`src/rtl/rackbus_pkg.sv`:
```
// Shared constants, types and helpers for the rack-bus command decoder.
// Frame = 8 sextets: header, six payload sextets, XOR checksum.
package rackbus_pkg;

  localparam int FRAME_LEN = 8;
  localparam int SEXTET_W = 6;
  localparam int PAYLOAD_W = 36;
  localparam int BEAT_W = $clog2(FRAME_LEN);
  localparam int CNT_W = 16;

  localparam logic [SEXTET_W-1:0] DEF_CMD_HEADER = 6'h2A;
  localparam logic [SEXTET_W-1:0] DEF_IDLE_HEADER = 6'h00;

  typedef logic [SEXTET_W-1:0] sextet_t;
  typedef logic [PAYLOAD_W-1:0] payload_t;
  typedef logic [CNT_W-1:0] count_t;

  typedef enum logic [1:0] {
    HUNT,
    RECV,
    CHECK
  } state_e;

  typedef enum logic [1:0] {
    K_CMD,
    K_IDLE,
    K_OTHER
  } kind_e;

  // XOR of the header and every payload sextet.
  function automatic sextet_t frame_xor(
    sextet_t hdr,
    payload_t pl
  );
    sextet_t x;
    x = hdr;
    for (int i = 0; i < PAYLOAD_W / SEXTET_W; i++)
      x ^= pl[i*SEXTET_W +: SEXTET_W];
    return x;
  endfunction

  // Increment that sticks at all-ones.
  function automatic count_t sat_inc(
    count_t v,
    logic en
  );
    return (en && v != '1) ? v + count_t'(1) : v;
  endfunction

endpackage

```
`src/rtl/rackbus_cmd_decode_if.sv`:
```
// AXI4-Stream style command bundle (valid/ready/data).
// master drives data and valid, slave drives ready.
interface rackbus_cmd_decode_if;
  import rackbus_pkg::*;

  payload_t tdata;
  logic tvalid;
  logic tready;

  modport master (
    output tdata,
    output tvalid,
    input tready
  );

  modport slave (
    input tdata,
    input tvalid,
    output tready
  );

endinterface

```
`src/rtl/rackbus_cmd_fifo.sv`:
```
// First-word-fall-through command FIFO, DEPTH entries (power of two).
// Writer must only assert wr_en when not full or popping.
module rackbus_cmd_fifo
  import rackbus_pkg::*;
#(
  parameter int DEPTH = 4
) (
  input logic clk,
  input logic rst_n,
  input logic wr_en,
  input payload_t wr_data,
  output logic full,
  rackbus_cmd_decode_if.master m
);

  localparam int AW = (DEPTH > 1) ? $clog2(DEPTH) : 1;

  payload_t mem [DEPTH];
  logic [AW-1:0] wp;
  logic [AW-1:0] rp;
  logic [AW:0] cnt;
  logic rd_en;

  assign m.tvalid = (cnt != '0);
  assign full = (cnt == (AW+1)'(DEPTH));
  assign rd_en = m.tvalid && m.tready;
  assign m.tdata = m.tvalid ? mem[rp] : '0;

  // Storage array, no reset needed.
  always_ff @(posedge clk) begin
    if (wr_en) mem[wp] <= wr_data;
  end

  // Pointers and occupancy.
  always_ff @(posedge clk or negedge rst_n) begin
    if (!rst_n) begin
      wp <= '0;
      rp <= '0;
      cnt <= '0;
    end else begin
      if (wr_en) wp <= wp + AW'(1);
      if (rd_en) rp <= rp + AW'(1);
      unique case ({wr_en, rd_en})
        2'b10: cnt <= cnt + (AW+1)'(1);
        2'b01: cnt <= cnt - (AW+1)'(1);
        default: cnt <= cnt;
      endcase
    end
  end

endmodule

```
`src/rtl/rackbus_cmd_decode.sv`:
```
// Rack-bus frame decoder: aligns on sync, checks XOR, queues commands.
// Error counters only exist when RACKBUS_ERRCNT_EN is defined.
module rackbus_cmd_decode
  import rackbus_pkg::*;
#(
  parameter int FIFO_DEPTH = 4,
  parameter logic [5:0] CMD_HEADER = DEF_CMD_HEADER,
  parameter logic [5:0] IDLE_HEADER = DEF_IDLE_HEADER
) (
  input logic rxclk,
  input logic rxclk_aresetn,
  input logic rxclk_sync_i,
  input logic [5:0] dat_i,
  output logic [35:0] cmd_tdata,
  output logic cmd_tvalid,
  input logic cmd_tready,
  output logic [15:0] chk_err_count_o,
  output logic [15:0] align_err_count_o,
  output logic [15:0] ovf_count_o,
  output logic locked_o
);

  localparam logic [BEAT_W-1:0] LAST_BEAT =
    BEAT_W'(FRAME_LEN - 1);

  logic [1:0] rst_sync;
  logic rst_n;
  state_e state;
  logic [BEAT_W-1:0] beat;
  sextet_t hdr;
  sextet_t csum;
  payload_t payload;
  logic good_seen;
  logic in_check;
  logic good;
  kind_e kind;
  logic push;
  logic pop;
  logic full;
  logic wr_en;

  rackbus_cmd_decode_if axis ();

  // Assert asynchronously, release on rxclk.
  always_ff @(posedge rxclk or negedge rxclk_aresetn) begin
    if (!rxclk_aresetn) rst_sync <= '0;
    else rst_sync <= {rst_sync[0], 1'b1};
  end

  assign rst_n = rst_sync[1];

  assign in_check = (state == CHECK);
  assign good = (frame_xor(hdr, payload) == csum);

  // Classify the captured header.
  always_comb begin
    kind = K_OTHER;
    unique case (1'b1)
      (hdr == CMD_HEADER): kind = K_CMD;
      (hdr == IDLE_HEADER): kind = K_IDLE;
      default: kind = K_OTHER;
    endcase
  end

  assign push = in_check && good && (kind == K_CMD);
  assign pop = axis.tvalid && axis.tready;
  assign wr_en = push && (!full || pop);

  // Frame alignment FSM with registered lock flag.
  always_ff @(posedge rxclk or negedge rst_n) begin
    if (!rst_n) begin
      state <= HUNT;
      beat <= '0;
      hdr <= '0;
      csum <= '0;
      payload <= '0;
      good_seen <= 1'b0;
      locked_o <= 1'b0;
    end else begin
      unique case (state)
        HUNT: begin
          if (rxclk_sync_i) begin
            hdr <= dat_i;
            beat <= BEAT_W'(1);
            state <= RECV;
          end
        end
        RECV: begin
          if (rxclk_sync_i && beat != LAST_BEAT) begin
            hdr <= dat_i;
            beat <= BEAT_W'(1);
            good_seen <= 1'b0;
            locked_o <= 1'b0;
          end else if (beat == LAST_BEAT) begin
            csum <= dat_i;
            state <= CHECK;
          end else begin
            payload <= {payload[PAYLOAD_W-SEXTET_W-1:0], dat_i};
            beat <= beat + BEAT_W'(1);
          end
        end
        CHECK: begin
          good_seen <= good;
          locked_o <= good && good_seen;
          if (rxclk_sync_i) begin
            hdr <= dat_i;
            beat <= BEAT_W'(1);
            state <= RECV;
          end else begin
            good_seen <= 1'b0;
            locked_o <= 1'b0;
            state <= HUNT;
          end
        end
        default: state <= HUNT;
      endcase
    end
  end

  rackbus_cmd_fifo #(
    .DEPTH(FIFO_DEPTH)
  ) u_fifo (
    .clk(rxclk),
    .rst_n(rst_n),
    .wr_en(wr_en),
    .wr_data(payload),
    .full(full),
    .m(axis)
  );

  assign axis.tready = cmd_tready;
  assign cmd_tdata = axis.tdata;
  assign cmd_tvalid = axis.tvalid;

`ifdef RACKBUS_ERRCNT_EN
  logic chk_ev;
  logic align_ev;
  logic ovf_ev;

  assign chk_ev = in_check && !good;
  assign align_ev =
    (state == RECV && rxclk_sync_i && beat != LAST_BEAT) ||
    (in_check && !rxclk_sync_i);
  assign ovf_ev = push && full && !pop;

  // Saturating error counters.
  always_ff @(posedge rxclk or negedge rst_n) begin
    if (!rst_n) begin
      chk_err_count_o <= '0;
      align_err_count_o <= '0;
      ovf_count_o <= '0;
    end else begin
      chk_err_count_o <= sat_inc(chk_err_count_o, chk_ev);
      align_err_count_o <= sat_inc(align_err_count_o, align_ev);
      ovf_count_o <= sat_inc(ovf_count_o, ovf_ev);
    end
  end
`else
  assign chk_err_count_o = '0;
  assign align_err_count_o = '0;
  assign ovf_count_o = '0;
`endif

endmodule

```
`config.mk`:
```
export PLATFORM = sky130hd
export DESIGN_NAME = rackbus_cmd_decode
export DESIGN_NICKNAME = d
export VERILOG_FILES = /design/src/rtl/rackbus_pkg.sv /design/src/rtl/rackbus_cmd_decode_if.sv /design/src/rtl/rackbus_cmd_fifo.sv /design/src/rtl/rackbus_cmd_decode.sv
export SDC_FILE = /design/constraint.sdc
export NUM_CORES = 1
export LEC_CHECK = 0
export CORE_UTILIZATION = 58
export CTS_BUF_LIST = sky130_fd_sc_hd__clkbuf_8
export DETAILED_ROUTE_END_ITERATION = 7
export PLACE_DENSITY_LB_ADDON = 0.15
export RECOVER_POWER = 100
export SYNTH_ARGS = -nofsm -noshare
export SYNTH_HDL_FRONTEND = slang
export SYNTH_SLANG_ARGS = --single-unit
```
`constraint.sdc`:
```
create_clock -name rxclk -period 2.6 [get_ports rxclk]
set_clock_uncertainty 0.05 [all_clocks]
set_input_delay 0.52 -clock rxclk [delete_from_list [all_inputs] [get_ports rxclk]]
set_output_delay 0.52 -clock rxclk [all_outputs]
set_load 0.01 [all_outputs]
```
==> images/met1.png <==
Supply wires on this layer in gray.
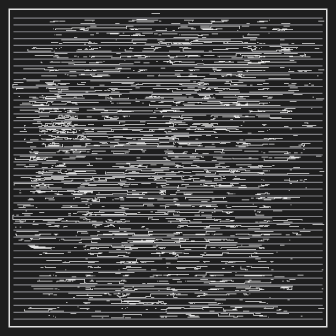
wire length on this layer = 6,780 um
main direction = horizontal
nets with wire on the layer = 604
detailed-route wire length: 16,700 um
met1 Track Usage GR: 28.3%
via count: 4,791

==> images/met2.png <==
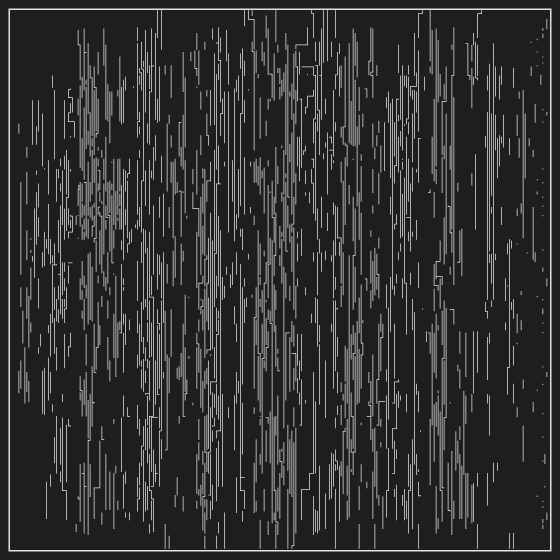
longest straight run = 60.9 um
wire length on this layer = 8,640 um
nets with wire on the layer = 641
M2 GR Usage: 40.1%

==> impl_metrics.env <==
# source this file to load flow results
export IMPL_swShare_pct=32.7
export IMPL_fp_util_pct=60.3
export IMPL_netlist_area_leader_share_pct=48.8
export IMPL_warnings=31
export IMPL_fin_ws_ps=-122
export IMPL_finalMaxSlewViolations=0
export IMPL_edf_count=144
export IMPL_crit_type="flip-flop to flip-flop"
export IMPL_async_flop_share_pct=30.8
export IMPL_p_leak_nw=4.03
export IMPL_synthCells=534
export IMPL_maxCapViolCount=0
export IMPL_hold_viol=0
export IMPL_peakVddDrop_mv=0.734
export IMPL_drc_errors=16
export IMPL_drt_iter0_drc=253
export IMPL_grt_max_degree=40
export IMPL_failed_checks="DRC, setup timing"
export IMPL_clock_sinks=208
export IMPL_clock_fmax_mhz=367
export IMPL_layout_top_cell="edfxtp_1"
export IMPL_synth_chip_area_sq_um=8860
export IMPL_antenna_cells=0
export IMPL_ys_ff=208
export IMPL_startpoint_type="flip-flop"
export IMPL_min_period_ps=2720
export IMPL_fin_crit_sh_pct=105
export IMPL_insertion_delay_ps=490
export IMPL_io_buffers=47
export IMPL_syn2layout_area_growth_pct=19.9
export IMPL_hpwl_um=10200
export IMPL_holdWs_ps=207
export IMPL_clk_pin_slew_ps=60
export IMPL_ys_cells=534
export IMPL_rsz0062_at_grt="true"
export IMPL_grt_pass1_vias=5222
export IMPL_pin_count=96
export IMPL_status="finished with violations"
export IMPL_syn_area_per_cell_sq_um=16.6
export IMPL_finalSetupViolCount=129
==> images/met3.png <==
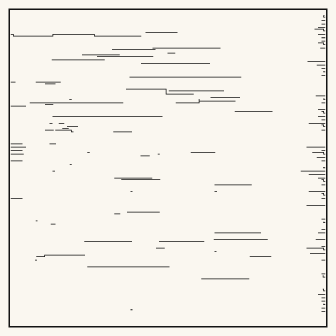
main direction = horizontal
wire length on this layer = 895 um
share of all routed wire = 5.4%
nets with wire on the layer = 97
longest straight run = 44.2 um
M3 GR Usage: 4.55%

[cell usage after synthesis (6+ instances only)]
| cell | instances |
|---|---|
| edfxtp_1 | 144 |
| dfrtp_1 | 64 |
| buf_4 | 48 |
| xnor2_1 | 45 |
| mux2_2 | 42 |
| and2_1 | 37 |
| mux4_2 | 36 |
| nand2_1 | 29 |
| clkbuf_1 | 14 |
| inv_1 | 7 |
| nor2_1 | 7 |
| ha_1 | 6 |
[critical path: cells and delay by family, from the launching register on]
kind	cells	cell delay, ps
fa+ha+maj	1	550
flops	1	400
compound gates	2	460
simple gates	6	1140
[metrics by stage]
step | utilization, % | TNS, ps
after floorplan | - | 0
after global placement | 67.9 | -1760
after detailed placement | 67.9 | -12570
after CTS | 73.5 | -448
after global routing | 72.3 | -9410
final | 72.3 | -1190
[kinds of logic (layout without fill, tap and decap cells)]
kind of cell / count (synthesis) / after routing / share of synthesized area [%]
flops: 208 / 208 / 66.9
buf+inv: 73 / 191 / 5.17
compound gates: 16 / 16 / 1.23
other cells: 2 / 49 / 0.0847
mux: 80 / 80 / 14.7
fa+ha+maj: 7 / 7 / 1.07
simple gates: 102 / 102 / 6.32
xor+xnor: 46 / 46 / 4.55
[metal layers]
metal | vias to the layer above | wire length (um) | part of all wire [%] | track usage (%)
li1 | 2153 | - | - | -
met5 | - | 0 | 0 | 0
met3 | 30 | 894 | 5.4 | 4.55
met4 | 0 | 389 | 2.3 | 7.96
met1 | 2448 | 6780 | 41 | 28.3
met2 | 160 | 8640 | 52 | 40.1
[final timing paths]
check	startpoint	end	slack (ps)	cells after the start
min in group rxclk	rst_sync[0]	rst_sync[1]	320	0
worst max register to register	hdr[2]	u_fifo.cnt[1]	-120	9
worst min-delay path	rxclk_aresetn	rst_sync[0]	210	1
worst max-delay path	hdr[2]	u_fifo.cnt[1]	-120	9
worst min register to register	rst_sync[1]	payload[19]	250	0
max in group asynchronous	rst_sync[1]	u_fifo.rp[0]	1610	1
[area by class of cell]
type | instances | area (sq um) | share of cell area, %
Clock buffer | 39 | 537 | 5.05
Tap cell | 184 | 230 | 2.17
Clock inverter | 24 | 146 | 1.38
Timing Repair Buffer | 121 | 1010 | 9.52
Inverter | 7 | 26.3 | 0.247
Sequential cell | 208 | 5930 | 55.8
Multi-Input combinational cell | 300 | 2750 | 25.9
[power groups by stage]
| stage | clock network, mW | registers, mW | logic, mW |
|---|---|---|---|
| 6_report | 2.77 | 4.68 | 5.71 |
| 5_1_grt | 2.97 | 4.74 | 6.19 |
| 4_1_cts | 2.82 | 4.66 | 6.03 |
| 3_5_place_dp | 0 | 4.73 | 5.78 |
| 3_3_place_gp | 0 | 4.70 | 5.67 |
| 2_1_floorplan | 0 | 4.83 | 3.19 |
[what timing repair did]
action | 4_1_cts | 5_1_grt
resized | 160 | 12
setup endpoints to repair | 182 | 181
endpoints found under the hold margin | 0 | 0
pin swaps | 16 | 8
buffers inserted | 10 | 2
gates cloned | 5 | 0
[registers in the layout, indices dropped and copies added, names as in the netlist]
signal      cells
u_fifo.wp       2
rst_sync        2
hdr             6
u_fifo.mem    144
state           2
locked_o        1
u_fifo.rp       2
payload        36
beat            3
csum            6
good_seen       1
u_fifo.cnt      3
